**Sequential cells colored by netlist name**

The bar under the picture is 20 µm long. Other sequential cells in the stronger gray, the rest of the logic in the fainter gray.
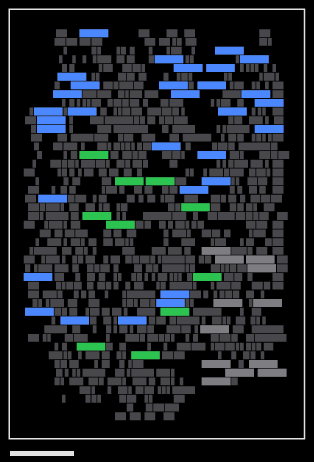
**Cell density map**

The bar under the picture is 20 µm long. The die is cut into 9 by 13 equal tiles; dark purple is low, yellow is high, 0 to 100% covered.
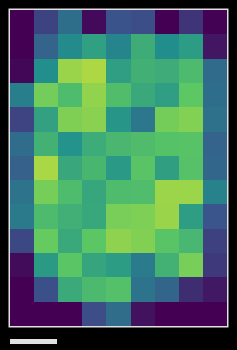
**Signal metal coverage by tile**

The die is cut into 18 by 27 equal tiles; dark purple is low, yellow is high, scaled to the fullest tile. Values are wire area over tile area, all layers added.
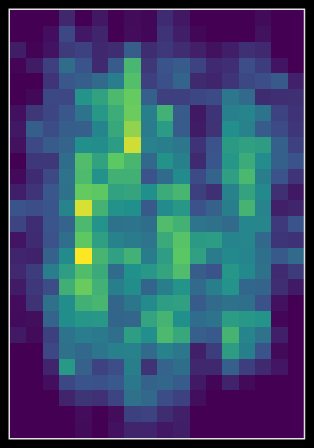
**Clock routing**

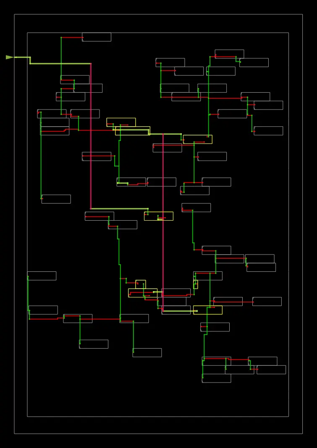
**Metal layers overlaid**

Only two layers are drawn.
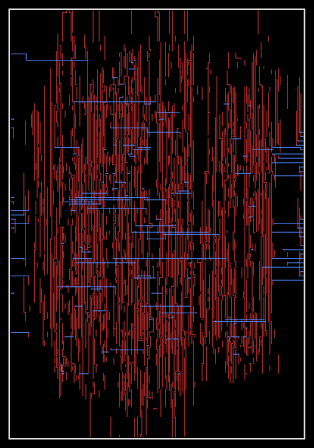
File: src/rtl/strided_addr_gen.sv
// Strided burst address generator for the decoder message/LLR RAMs.
// Emits len addresses from base, stepping +/-stride modulo limit, with valid/ready backpressure.
module strided_addr_gen #(
  parameter int WIDTH = 10,
  parameter int LEN_W = 10,
  parameter logic [WIDTH-1:0] PRESET = {WIDTH{1'b1}} - 1'b1
) (
  input  logic             clk,
  input  logic             reset,
  input  logic             start,
  input  logic [WIDTH-1:0] base,
  input  logic [WIDTH-1:0] stride,
  input  logic [WIDTH-1:0] limit,
  input  logic [LEN_W-1:0] len,
  input  logic             dir,
  input  logic             preset,
  input  logic             hold,
  input  logic             addr_ready,
  output logic [WIDTH-1:0] addr,
  output logic             addr_valid,
  output logic             addr_last,
  output logic             busy,
  output logic             done
);

  typedef enum logic {IDLE, RUN} state_t;

  typedef struct packed {
    logic [WIDTH-1:0] stride;
    logic [WIDTH-1:0] limit;
    logic [LEN_W-1:0] len;
    logic             dir;
  } cfg_t;

  state_t           state, state_nxt;
  cfg_t             cfg, cfg_nxt;
  logic [WIDTH-1:0] addr_nxt, step_addr;
  logic [LEN_W-1:0] cnt, cnt_nxt;
  logic             done_nxt;
  logic             accept, is_last;
  logic [WIDTH:0]   sum, sum_wrap;

  assign busy       = (state == RUN);
  assign addr_valid = busy & ~hold;
  assign is_last    = (cnt == cfg.len - 1'b1);
  assign addr_last  = addr_valid & is_last;
  assign accept     = addr_valid & addr_ready;

  // Next address in the burst, modulo limit (limit == 0 means natural wrap).
  always_comb begin
    sum      = {1'b0, addr} + {1'b0, cfg.stride};
    sum_wrap = sum - {1'b0, cfg.limit};
    if (!cfg.dir) begin
      if (cfg.limit != '0 && sum >= {1'b0, cfg.limit}) step_addr = sum_wrap[WIDTH-1:0];
      else                                             step_addr = sum[WIDTH-1:0];
    end else if (addr >= cfg.stride) begin
      step_addr = addr - cfg.stride;
    end else begin
      // With limit == 0 this reduces to addr - stride, i.e. the 2^WIDTH wrap.
      step_addr = addr + cfg.limit - cfg.stride;
    end
  end

  always_comb begin
    state_nxt = state;
    cfg_nxt   = cfg;
    addr_nxt  = addr;
    cnt_nxt   = cnt;
    done_nxt  = 1'b0;
    case (state)
      IDLE: begin
        if (start) begin
          cfg_nxt.stride = stride;
          cfg_nxt.limit  = limit;
          cfg_nxt.len    = len;
          cfg_nxt.dir    = dir;
          if (len != '0) begin
            state_nxt = RUN;
            addr_nxt  = base;
            cnt_nxt   = '0;
          end else begin
            done_nxt  = 1'b1;
          end
        end else if (preset) begin
          addr_nxt = PRESET;
        end
      end
      RUN: begin
        if (accept) begin
          if (is_last) begin
            state_nxt = IDLE;
            done_nxt  = 1'b1;
          end else begin
            addr_nxt = step_addr;
            cnt_nxt  = cnt + 1'b1;
          end
        end
      end
      default: state_nxt = IDLE;
    endcase
  end

  always_ff @(posedge clk or posedge reset) begin
    if (reset) begin
      state <= IDLE;
      cfg   <= '0;
      addr  <= '0;
      cnt   <= '0;
      done  <= 1'b0;
    end else begin
      state <= state_nxt;
      cfg   <= cfg_nxt;
      addr  <= addr_nxt;
      cnt   <= cnt_nxt;
      done  <= done_nxt;
    end
  end

endmodule

File: config.mk
export PLATFORM = sky130hd
export DESIGN_NAME = strided_addr_gen
export DESIGN_NICKNAME = d
export VERILOG_FILES = /design/src/rtl/strided_addr_gen.sv
export SDC_FILE = /design/constraint.sdc
export NUM_CORES = 1
export LEC_CHECK = 0
export ABC_CLOCK_PERIOD_IN_PS = 6100
export CAP_MARGIN = 30
export CORE_ASPECT_RATIO = 1.5
export CORE_MARGIN = 4
export CORE_UTILIZATION = 50
export DETAILED_ROUTE_END_ITERATION = 10
export HOLD_SLACK_MARGIN = 0.05
export PLACE_DENSITY = 0.83
export SLEW_MARGIN = 0
export SYNTH_ARGS = -nofsm -noshare
export SYNTH_HDL_FRONTEND = slang
export SYNTH_SLANG_ARGS = --single-unit
File: constraint.sdc
create_clock -name clk -period 6.1 [get_ports clk]
set_input_delay 0.61 -clock clk [delete_from_list [all_inputs] [get_ports clk]]
set_output_delay 0.61 -clock clk [all_outputs]
set_load 0.02 [all_outputs]
==> changes_impl.md <==
## Implementation

* Ao+oa area frac at 0.247
* Commonest Layout Cell: nand2_1
* Mapped Cells at 644
* Crit Path Class: flop to flop
* H-Tree Depth at 2
* ANT nets after route at 0
* Worst-path fanout max at 9
* Yosys Chip Area at 0.00527 mm²
* Hold Path Class: flop to flop
* GR Overflow Total at 0
* FFs w/ async S/R, synth at 1.00
* Tool Warnings at 36
* MUX area fraction at 0.0133
* CTS root buf: clkbuf_16
* Hold WS at 0.501 ns
* Fmax at 248 MHz
* Worst setup SP type: flop
* Basic Gates by Area at 0.206
* Largest net degree at the start of global routing at 57
* Xor and xnor area share after synthesis at 0.0663
* Sum Neg Setup Slack at 0 ns
* Final setup fails at 0
* Postcts setup bufs at 0
* Cells after DPL at 822
* Die Area at 0.0123 mm²
* Final Hold Fails at 0
* Pre-CTS WS at 2.10 ns
* Synth warnings at 0
* Nets@finish at 789
* Max-area cell share at 0.252
* Tcrit/Tclk final at 0.661
* Cell area after synthesis at 0.00527 mm²
* Die height at 134 µm
* Cell Area, Placed at 0.00596 mm²
* Global routing usage on met1 at 0.299
* Slowest CP cell: o311ai_0
* Top cells, area: dfrtp_1, ha_1, nand2_1, inv_1, fa_1
* Die X at 91.8 µm
* CTS clk-pin slew, worst paths at 0.07 ns
* Initial antenna violation count at 0
* Met2 routed WL at 8480 µm
* Rows at 45
* GRT met3 Usage at 0.0407
* Top logic family: AND-OR/OR-AND gates
* Slew HR at 0.315
* CP endpoint kind: flop
* RSZ-0062 raised after global routing: no
* Number of enable flip-flop cells at 0
* Hold Crit Depth at 2
* # IOs at 61
* GR peak layer: met2
* Global-route wire length before repair at 26600 µm
* Synth area leader: dfrtp_1
* Vias per cell at 6.06
* Fa+ha+maj area frac at 0.145
* Reg2Reg Depth at 13
* Post-synth seq share at 0.252
* Slew @ Worst Pin at 1.02 ns
* Syn_nets at 745
* DRC viols at 0
* Top Layout Cells: nand2_1, inv_1, clkdlybuf4s50_1
* PortBufs at 60
* Tmin final at 4.03 ns
* Vias in the first global route at 5192
* Met1 Wirelength at 6160 µm
* Gpl congestion at 1.00
* Layout cells sized above 1 at 0.0421
* Cell Chain, Critical Path: inv_1, ha_1, or3_1, o211ai_1, nand2_1, o311ai_0, ha_1, o21a_1, a21oi_1, o21ai_1, o21ai_1, a211oi_1, o32ai_1
* Post-CTS resize count at 0
* Ys flop type: dfrtp_1
* Post-route cell area at 0.00613 mm²
* Hold-fix buffers, CTS at 0
* Fin. max-slew vios at 0
* Final HPWL DP at 12700 µm
* Reported max-cap violation count at 0
* Mean Syn Cell Area at 8.18 µm²
* Setup ws final at 2.07 ns
* Layout area overhead at 16.3%
* Synth unique cells at 76
* Synth flops at 53
* Number of cells in Yosys stat at 644
* CP max stage delay at 0.58 ns
* Status: completed
* Worst Path Arrival at 4.23 ns
* Met2 GRT Util at 0.494
* Metal3 WL at 649 µm
* Initial DRC count at 226
* Total CTS buffers at 5
* Critical path data required time at 6.30 ns
* Multi-input logic area at 0.00358 mm²
* Top layer in use: met4
* Fin cells at 830
* CTS tree: built
* CTS max path bufs at 2
* Fillers at 925
* Drt first pass iters at 4
* Antenna diode instance count at 0
Back to the opening pictures, 'sequential cells colored by netlist name':
- green: `addr` (sequential cells 10)
- blue: `cfg` (sequential cells 31)
- not colored: 12
Reg area: 0.00133 mm²
flop share of the area: 0.216
post-layout util: 0.601

Back to the opening pictures, 'cell density map':
- mean over tiles: 49%
- fullest tile: 88%
- nearly empty tiles: 10%
core box area: 0.0102 mm²
fp_density: 0.517

Back to the opening pictures, 'signal metal coverage by tile':
- fullest tile: 0.78
- emptiest ninth of the die: lower right
- mean over tiles: 0.22
- densest ninth of the die: center
- tiles over half the peak: 18%
- nearly empty tiles: 17%
Vias: 5030
total track usage: 0.274
wire per inst: 19.7 µm
WL final: 16300 µm

Back to the opening pictures, 'clock routing':
sequential cells: 53
Late-Pin Clk Latency: 0.30 ns
TritonCTS Sinks: 53
layout clock buffer count: 6
Setup Skew: 0.00459 ns

Back to the opening pictures, 'metal layers overlaid':
- red: met2 (wire length 8480 µm)
- blue: met3 (wire length 649 µm)

==> path summary, 6_finish.rpt <==
kind	startpoint	end	slack [ns]
worst max-delay path	cfg[23]	addr[8]	2.07
worst min-delay path	cfg[10]	cfg[10]	0.50
worst max register to register	cfg[23]	addr[8]	2.07
worst min register to register	cfg[10]	cfg[10]	0.50
max in group asynchronous	reset	cfg[27]	4.77
min in group asynchronous	reset	cfg[5]	0.82
==> synthesized netlist by cell type (all sizes together), types with 5 or more instances <==
cell type	n
a2111oi	6
o21ai	47
nor4	5
buf	9
dfrtp	53
nor2b	11
mux2i	7
nand2	72
nand4	10
a21oi	20
xor2	15
nor2	49
a21o	8
inv	70
o31ai	6
ha	42
nand2b	9
fa	12
o21a	11
clkbuf	16
a211oi	18
a31oi	13
o211ai	7
xnor2	24
nor3	22
and4	7
nand3	12
==> area by class of cell <==
cell class                 count  area share
clock inverter                 2     0.00633
clock buffer                   6      0.0210
multi-input combinational    496       0.584
inverter                      70      0.0429
timing repair buffer          62       0.100
tap                          141      0.0288
sequential                    53       0.216
==> sequential cells by signal, summed over array words and instances, names as in the netlist <==
signal  count
cnt        10
busy        1
addr       10
cfg        31
done        1
==> critical path: cells and delay by family, from the launching register on <==
kind	cells	cell delay [ns]
and+or+nand+nor	2	0.54
DFF	1	0.41
AOI/OAI and AO/OA	8	2.10
adders and majority gates	2	0.82
buffers and inverters	1	0.08
